Fig. 1: clock network drawn from the DEF
Bar = 20 µm.
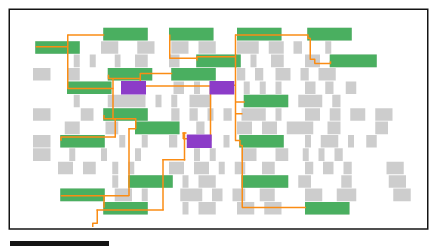
Fig. 2: cell classes on the final placement
Bar = 20 µm.
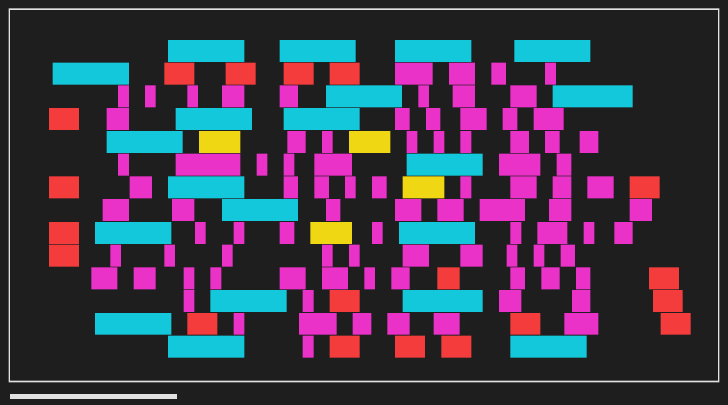
Fig. 3: logic cells by family
Bar = 20 µm.
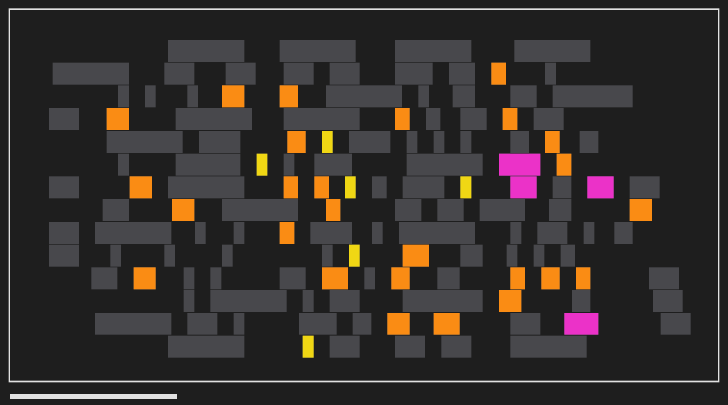
Fig. 4: the clock network
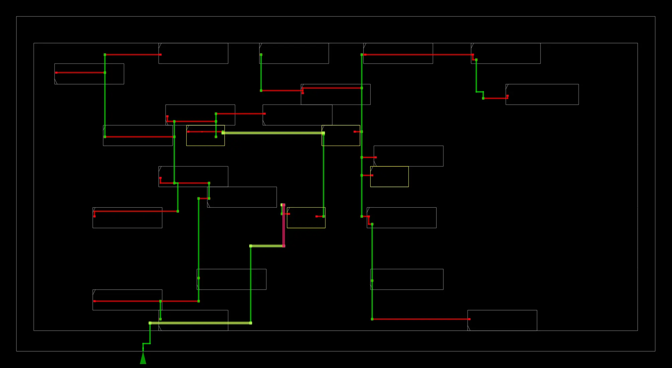
`config.mk`:
```
export PLATFORM = sky130hd
export DESIGN_NAME = run_limit_tx
export DESIGN_NICKNAME = d
export VERILOG_FILES = /design/src/rtl/run_limit_pkg.sv /design/src/rtl/run_limit_tx.sv
export SDC_FILE = /design/constraint.sdc
export NUM_CORES = 1
export LEC_CHECK = 0
export CELL_PAD_IN_SITES_DETAIL_PLACEMENT = 2
export CELL_PAD_IN_SITES_GLOBAL_PLACEMENT = 2
export CORE_ASPECT_RATIO = 0.5
export CORE_MARGIN = 2
export CORE_UTILIZATION = 34
export CTS_CLUSTER_SIZE = 12
export DETAILED_ROUTE_END_ITERATION = 6
export PLACE_DENSITY = 0.93
export SLEW_MARGIN = 25
export SYNTH_ARGS = -nofsm -noshare
export SYNTH_HDL_FRONTEND = slang
export SYNTH_SLANG_ARGS = --single-unit
```
`constraint.sdc`:
```
create_clock -name clk -period 2.9 [get_ports clk]
set_input_delay 0.29 -clock clk [delete_from_list [all_inputs] [get_ports clk]]
set_output_delay 0.29 -clock clk [all_outputs]
set_load 0.005 [all_outputs]
```
`src/rtl/run_limit_pkg.sv`:
```
// Shared definitions for the run-length-limited serial transmitter.
// The state encoding is one-hot so the debug port can expose it directly.
package run_limit_pkg;

    typedef enum logic [3:0] {
        IDLE  = 4'b0001,
        START = 4'b0010,
        DATA  = 4'b0100,
        STUFF = 4'b1000
    } state_t;

    localparam int DATA_W_DEF  = 8;
    localparam int MAX_RUN_DEF = 3;

endpackage

```
`src/rtl/run_limit_tx.sv`:
```
// Serial frame transmitter with run-length limiting.
// A captured word is sent as a start bit (0) followed by the payload, MSB first.
// Whenever MAX_RUN equal bits have gone out in a row, the opposite bit is
// inserted so the receiver always sees transitions. The start bit counts
// toward the first run. A stuff bit owed after the last payload bit is still
// sent before the line returns to idle (1).
module run_limit_tx
    import run_limit_pkg::*;
#(
    parameter int DATA_W  = DATA_W_DEF,
    parameter int MAX_RUN = MAX_RUN_DEF
) (
    input  logic              clk,
    input  logic              rst,
    input  logic              in_valid,
    input  logic [DATA_W-1:0] in_data,
    output logic              in_ready,
    output logic              sout,
    output logic              busy,
    output logic              frame_done,
    output logic [3:0]        state
);

    localparam int               CNT_W     = $clog2(DATA_W + 1);
    localparam logic [CNT_W-1:0] BITS_FULL = CNT_W'(DATA_W);
    localparam logic [CNT_W-1:0] CNT_ONE   = CNT_W'(1);
    localparam logic [CNT_W-1:0] CNT_ZERO  = '0;
    localparam logic [2:0]       RUN_LIMIT = 3'(MAX_RUN);

    state_t            state_q;
    state_t            state_d;
    logic [DATA_W-1:0] shift_q;
    logic [DATA_W-1:0] shift_d;
    logic [CNT_W-1:0]  bit_cnt_q;
    logic [CNT_W-1:0]  bit_cnt_d;
    logic              run_bit_q;
    logic              run_bit_d;
    logic [2:0]        run_cnt_q;
    logic [2:0]        run_cnt_d;

    logic              data_bit;
    logic [2:0]        run_cnt_upd;

    // The bit currently on the line in DATA, and what the run length becomes
    // once that bit has been sent.
    assign data_bit    = shift_q[DATA_W-1];
    assign run_cnt_upd = (data_bit == run_bit_q) ? (run_cnt_q + 3'd1) : 3'd1;

    assign busy  = (state_q != IDLE);
    assign state = state_q;

    // State, payload and run-tracking registers; reset drops any frame in flight.
    always_ff @(posedge clk or negedge rst) begin
        if (!rst) begin
            state_q   <= IDLE;
            shift_q   <= '0;
            bit_cnt_q <= '0;
            run_bit_q <= 1'b1;
            run_cnt_q <= 3'd0;
        end else begin
            state_q   <= state_d;
            shift_q   <= shift_d;
            bit_cnt_q <= bit_cnt_d;
            run_bit_q <= run_bit_d;
            run_cnt_q <= run_cnt_d;
        end
    end

    // Next-state and output decode, all derived from the registered values.
    always_comb begin
        state_d    = state_q;
        shift_d    = shift_q;
        bit_cnt_d  = bit_cnt_q;
        run_bit_d  = run_bit_q;
        run_cnt_d  = run_cnt_q;
        sout       = 1'b1;
        in_ready   = 1'b0;
        frame_done = 1'b0;

        case (state_q)
            IDLE: begin
                sout     = 1'b1;
                in_ready = 1'b1;
                if (in_valid) begin
                    shift_d   = in_data;
                    bit_cnt_d = BITS_FULL;
                    state_d   = START;
                end
            end

            START: begin
                sout      = 1'b0;
                run_bit_d = 1'b0;
                run_cnt_d = 3'd1;
                state_d   = DATA;
            end

            DATA: begin
                sout      = data_bit;
                shift_d   = {shift_q[DATA_W-2:0], 1'b0};
                bit_cnt_d = bit_cnt_q - CNT_ONE;
                run_bit_d = data_bit;
                run_cnt_d = run_cnt_upd;
                if (run_cnt_upd == RUN_LIMIT) begin
                    state_d = STUFF;
                end else if (bit_cnt_q == CNT_ONE) begin
                    state_d    = IDLE;
                    frame_done = 1'b1;
                end
            end

            STUFF: begin
                sout      = ~run_bit_q;
                run_bit_d = ~run_bit_q;
                run_cnt_d = 3'd1;
                if (bit_cnt_q == CNT_ZERO) begin
                    state_d    = IDLE;
                    frame_done = 1'b1;
                end else begin
                    state_d = DATA;
                end
            end

            default: begin
                state_d = IDLE;
            end
        endcase
    end

endmodule

```
==> flow_summary.html <==
<h3>Run summary</h3>
<table>
<tr><th>Metric</th><th>Value</th></tr>
<tr><th colspan="2">Logic synthesis</th></tr>
<tr><td>Distinct cell type count after synthesis</td><td>38</td></tr>
<tr><td>List of most frequent post-synthesis cells</td><td>dfrtp_1 (18), nand2_1 (18), nor2_1 (9), a21oi_1 (8), a22oi_1 (5)</td></tr>
<tr><td>Biggest area consumer among synthesized cells</td><td>dfrtp_1</td></tr>
<tr><td>Post-synthesis register bit count</td><td>20</td></tr>
<tr><td>Number of warnings issued by yosys</td><td>0</td></tr>
<tr><td>Yosys-reported design area after synthesis</td><td>0.001106 mm²</td></tr>
<tr><td>Avg Inst Size Synth</td><td>9.702 µm²</td></tr>
<tr><td>Number of cell instances after yosys synthesis</td><td>around 110</td></tr>
<tr><td>Portion of synthesized cell area occupied by the leading cell type</td><td>40.72%</td></tr>
<tr><td>Post-Syn Instances</td><td>around 110</td></tr>
<tr><td>FFs w/ async S/R, synth</td><td>100.0%</td></tr>
<tr><td>Top FF cell, synth</td><td>dfrtp_1</td></tr>
<tr><td>Cell area leaders</td><td>dfrtp_1 (41%), nand2_1 (6.1%), dfstp_2 (4.8%), a21oi_1 (3.6%), a22oi_1 (3.4%)</td></tr>
<tr><td>Cell area after synthesis</td><td>0.001106 mm²</td></tr>
<tr><td>Synthesized netlist net count</td><td>128</td></tr>
<tr><td>Post-synth seq share</td><td>45.48%</td></tr>
<tr><td>Count of library flops with an enable pin</td><td>0</td></tr>
<tr><th colspan="2">Drt</th></tr>
<tr><td>Highest layer used for signal routing</td><td>met4</td></tr>
<tr><td>Remaining routing DRC violations</td><td>0</td></tr>
<tr><td>First-pass iteration count of the detailed router</td><td>4</td></tr>
<tr><td>Final antenna-violating net count</td><td>0</td></tr>
<tr><td>Drt initial violations</td><td>21</td></tr>
<tr><td>Total number of vias</td><td>922</td></tr>
<tr><td>Wire length on met3</td><td>76 µm</td></tr>
<tr><td>Routed length on met1</td><td>approximately 1500 µm</td></tr>
<tr><td>Routed WL</td><td>3125 µm</td></tr>
<tr><th colspan="2">Layout</th></tr>
<tr><td>Post-route cell area</td><td>0.001368 mm²</td></tr>
<tr><td>Number of diodes added for antenna fixing</td><td>0</td></tr>
<tr><td>Repair and plain buffers</td><td>19</td></tr>
<tr><td>Count of nets after finishing</td><td>roughly 150</td></tr>
<tr><td>Register share of the cell area</td><td>36.78%</td></tr>
<tr><td>MI comb cells</td><td>between 80 and 90</td></tr>
<tr><td>Share of final-layout standard cells stronger than drive strength 1</td><td>12.78%</td></tr>
<tr><td>Clk cell area share</td><td>4.026%</td></tr>
<tr><td>Area added between synthesis and finish</td><td>23.64%</td></tr>
<tr><td>Data-path buffer share of cell area in the final layout</td><td>approximately 14%</td></tr>
<tr><td>Most frequently placed logic cells in the final layout</td><td>nand2_1 (18), dfrtp_1 (18), clkdlybuf4s50_1 (18)</td></tr>
<tr><td>Core utilization of the finished layout</td><td>44.87%</td></tr>
<tr><td>Sequential standard cell area</td><td>~500 µm²</td></tr>
<tr><td>Fill cell instance count of the final layout</td><td>333</td></tr>
<tr><td>Largest class</td><td>combinational gates</td></tr>
<tr><td>Number of cells in the finished layout apart from fillers</td><td>173</td></tr>
<tr><td>Multi-input combinational cell area</td><td>549.3 µm²</td></tr>
<tr><td>Multi-input gate share of the layout cell area</td><td>40.16%</td></tr>
<tr><th colspan="2">Clock network</th></tr>
<tr><td>Quantity of hold-fixing buffers added after cts</td><td>0</td></tr>
<tr><td>Total of cells resized after clock tree synthesis</td><td>0</td></tr>
<tr><td>CTS root buf</td><td>clkbuf_8</td></tr>
<tr><td>Clock tree from TritonCTS</td><td>done</td></tr>
<tr><td>Clock transition time at the flip-flop clock pins of the worst setup and hold paths</td><td>80 ps</td></tr>
<tr><td>Number of buffers added by the clock tree synthesis step</td><td>3</td></tr>
<tr><td>Deepest clock path buffer count</td><td>2</td></tr>
<tr><td>Depth of the CTS H-tree</td><td>1</td></tr>
<tr><td># Post-CTS Setup Buffers</td><td>0</td></tr>
<tr><th colspan="2">Worst setup path</th></tr>
<tr><td>Capture point of the worst reg-to-reg path</td><td>bit_cnt_q[3]$_DFFE_PN0P_</td></tr>
<tr><td>Startpoint of the worst-slack reg-to-reg timing path</td><td>state[2]$_DFFE_PN0P_</td></tr>
<tr><td>Critical-path cell list</td><td>or4b_4, o22ai_1, clkdlybuf4s50_1</td></tr>
<tr><td>WS Path Type</td><td>reg2out</td></tr>
<tr><td>Launching element of the worst setup path</td><td>state[2]$_DFFE_PN0P_</td></tr>
<tr><td>Crit path depth</td><td>3</td></tr>
<tr><td>CP top delay family</td><td>simple AND/OR/NAND/NOR gates</td></tr>
<tr><td>Setup crit end</td><td>frame_done</td></tr>
<tr><td>Buffer and inverter count on the worst path</td><td>1</td></tr>
<tr><td>Worst Reg-to-Reg Cells</td><td>4</td></tr>
<tr><td>Crit path arrival time</td><td>2190 ps</td></tr>
<tr><td>Kind of end point of the critical path</td><td>output port</td></tr>
<tr><td>Largest fanout of any net on the critical path</td><td>14</td></tr>
<tr><td>R2R Setup Slk</td><td>approximately 1100 ps</td></tr>
<tr><td>Worst path required time</td><td>2610 ps</td></tr>
<tr><td>Highest-delay cell along the critical path</td><td>or4b_4</td></tr>
<tr><td>Critical path launch point type</td><td>register</td></tr>
<tr><th colspan="2">Job</th></tr>
<tr><td>Max-cap violations</td><td>0</td></tr>
<tr><td>Total tool warning count</td><td>27</td></tr>
<tr><th colspan="2">Worst hold path</th></tr>
<tr><td>Number of stages on the worst hold path</td><td>1</td></tr>
<tr><td>Min-Delay Path Class</td><td>reg2reg</td></tr>
<tr><td>Worst Hold Launch</td><td>shift_q[0]$_DFFE_PN0P_</td></tr>
<tr><td>Endpoint of the worst hold-timing path</td><td>shift_q[0]$_DFFE_PN0P_</td></tr>
<tr><th colspan="2">Place</th></tr>
<tr><td>Routability Congestion</td><td>0.7803</td></tr>
<tr><td>Port buffer count</td><td>18</td></tr>
<tr><td>Sum of net half-perimeters after detailed placement</td><td>2239 µm</td></tr>
<tr><td>Placed instance count</td><td>~170</td></tr>
<tr><td>Instance area after placement</td><td>0.001313 mm²</td></tr>
<tr><td>Worst setup timing slack at the placement stage</td><td>721.6 ps</td></tr>
<tr><th colspan="2">Global route</th></tr>
<tr><td>Met3 Usage GRT</td><td>~3%</td></tr>
<tr><td>Via count of the first global-routing pass</td><td>968</td></tr>
<tr><td>Global-route wire length before repair</td><td>5250 µm</td></tr>
<tr><td>Highest-utilization routing layer at the global route stage</td><td>met2</td></tr>
<tr><td>Largest net degree at the start of global routing</td><td>21</td></tr>
<tr><td>Total grt overflow</td><td>0</td></tr>
<tr><td>GRT Overall Usage</td><td>18.47%</td></tr>
<tr><td>Met1 usage in global routing</td><td>approximately 25%</td></tr>
<tr><td>Number of antenna violations at the first check in global routing</td><td>0</td></tr>
<tr><td>Global Route met2 Usage</td><td>between 30% and 40%</td></tr>
<tr><th colspan="2">Timing</th></tr>
<tr><td>Relative slew slack</td><td>38.63%</td></tr>
<tr><td>Time the final worst path needs with I/O delays and setup</td><td>2481 ps</td></tr>
<tr><td>Unrepaired setup endpoints after global routing</td><td>false</td></tr>
<tr><td>Transition time at the pin with the least slew margin</td><td>slightly above 900 ps</td></tr>
<tr><td>Final hold vios</td><td>0</td></tr>
<tr><td>Final setup TNS</td><td>0 ps</td></tr>
<tr><td>Worst hold slack</td><td>506.3 ps</td></tr>
<tr><td>Post-route worst setup slack</td><td>419.0 ps</td></tr>
<tr><td>Max Fclk</td><td>403.1 MHz</td></tr>
<tr><td>Final-report setup violation count</td><td>0</td></tr>
<tr><td>Share of the cycle needed by the critical path after routing</td><td>85.55%</td></tr>
<tr><th colspan="2">Outcome</th></tr>
<tr><td>Result of the run</td><td>finished clean</td></tr>
<tr><th colspan="2">Floorplan</th></tr>
<tr><td>Core area</td><td>approximately 0.0030 mm²</td></tr>
<tr><td>Core utilization at floorplan</td><td>36.29%</td></tr>
<tr><td>Std-Cell Rows</td><td>14</td></tr>
<tr><td>Number of tapcells</td><td>40</td></tr>
<tr><td>Die area</td><td>0.003753 mm²</td></tr>
<tr><td>Number of I/O pins</td><td>19</td></tr>
<tr><th colspan="2">Power</th></tr>
<tr><td>Peak VDD IR</td><td>0.0003381 V</td></tr>
<tr><td>Leakage power of the design</td><td>0.5672 nW</td></tr>
<tr><td>PD cells</td><td>1026 mW/mm²</td></tr>
<tr><td>Power, Total</td><td>1.403 mW</td></tr>
</table>
Notes on Fig. 1 above:
[clock wires] orange | length: 283 µm
[cells driving clock nets] purple | count: 3
[flip-flops] green | count: 20
routed clock nets: 4

Notes on Fig. 2 above:
[other buffers and delay cells] red | cells: 19
[clock drivers and dummy loads] yellow | cells: 4
[flip-flops] cyan | cells: 20
[all other logic] magenta | cells: 90

Notes on Fig. 3 above:
[inverting AOI/OAI gates] orange | cells: 26
[AND and OR gates] magenta | cells: 4 | where: right middle
[inverters] yellow | cells: 6 | where: middle

Notes on Fig. 4 above:
sinks on the clock net: 20
CLK BUF: 4
Seq Cell Count: 20
worst-case clock skew: 3.371 ps
clk ins delay skew pair: 260 ps

-- logic make-up after synthesis --
kind of cell               share of synthesized area, %
muxes                                            0.9050
adders and majority gates                         3.394
and+or+nand+nor                                   23.98
AOI/OAI and AO/OA                                 18.21
xor gates and xnor gates                          3.168
buffers and inverters                             4.863
DFF                                               45.47
-- power by group --
group / switching (mW) / internal [mW]
Clock: 0.0953 / 0.121
Combinational: 0.334 / 0.311
Sequential: 0.142 / 0.399
Total: 0.572 / 0.831
-- state kept, by name (all words and copies together) (netlist names) --
signal     cells
shift_q        8
state          4
run_bit_q      1
bit_cnt_q      4
run_cnt_q      3
No activity file was given, so power comes from the tool's default toggle rates.
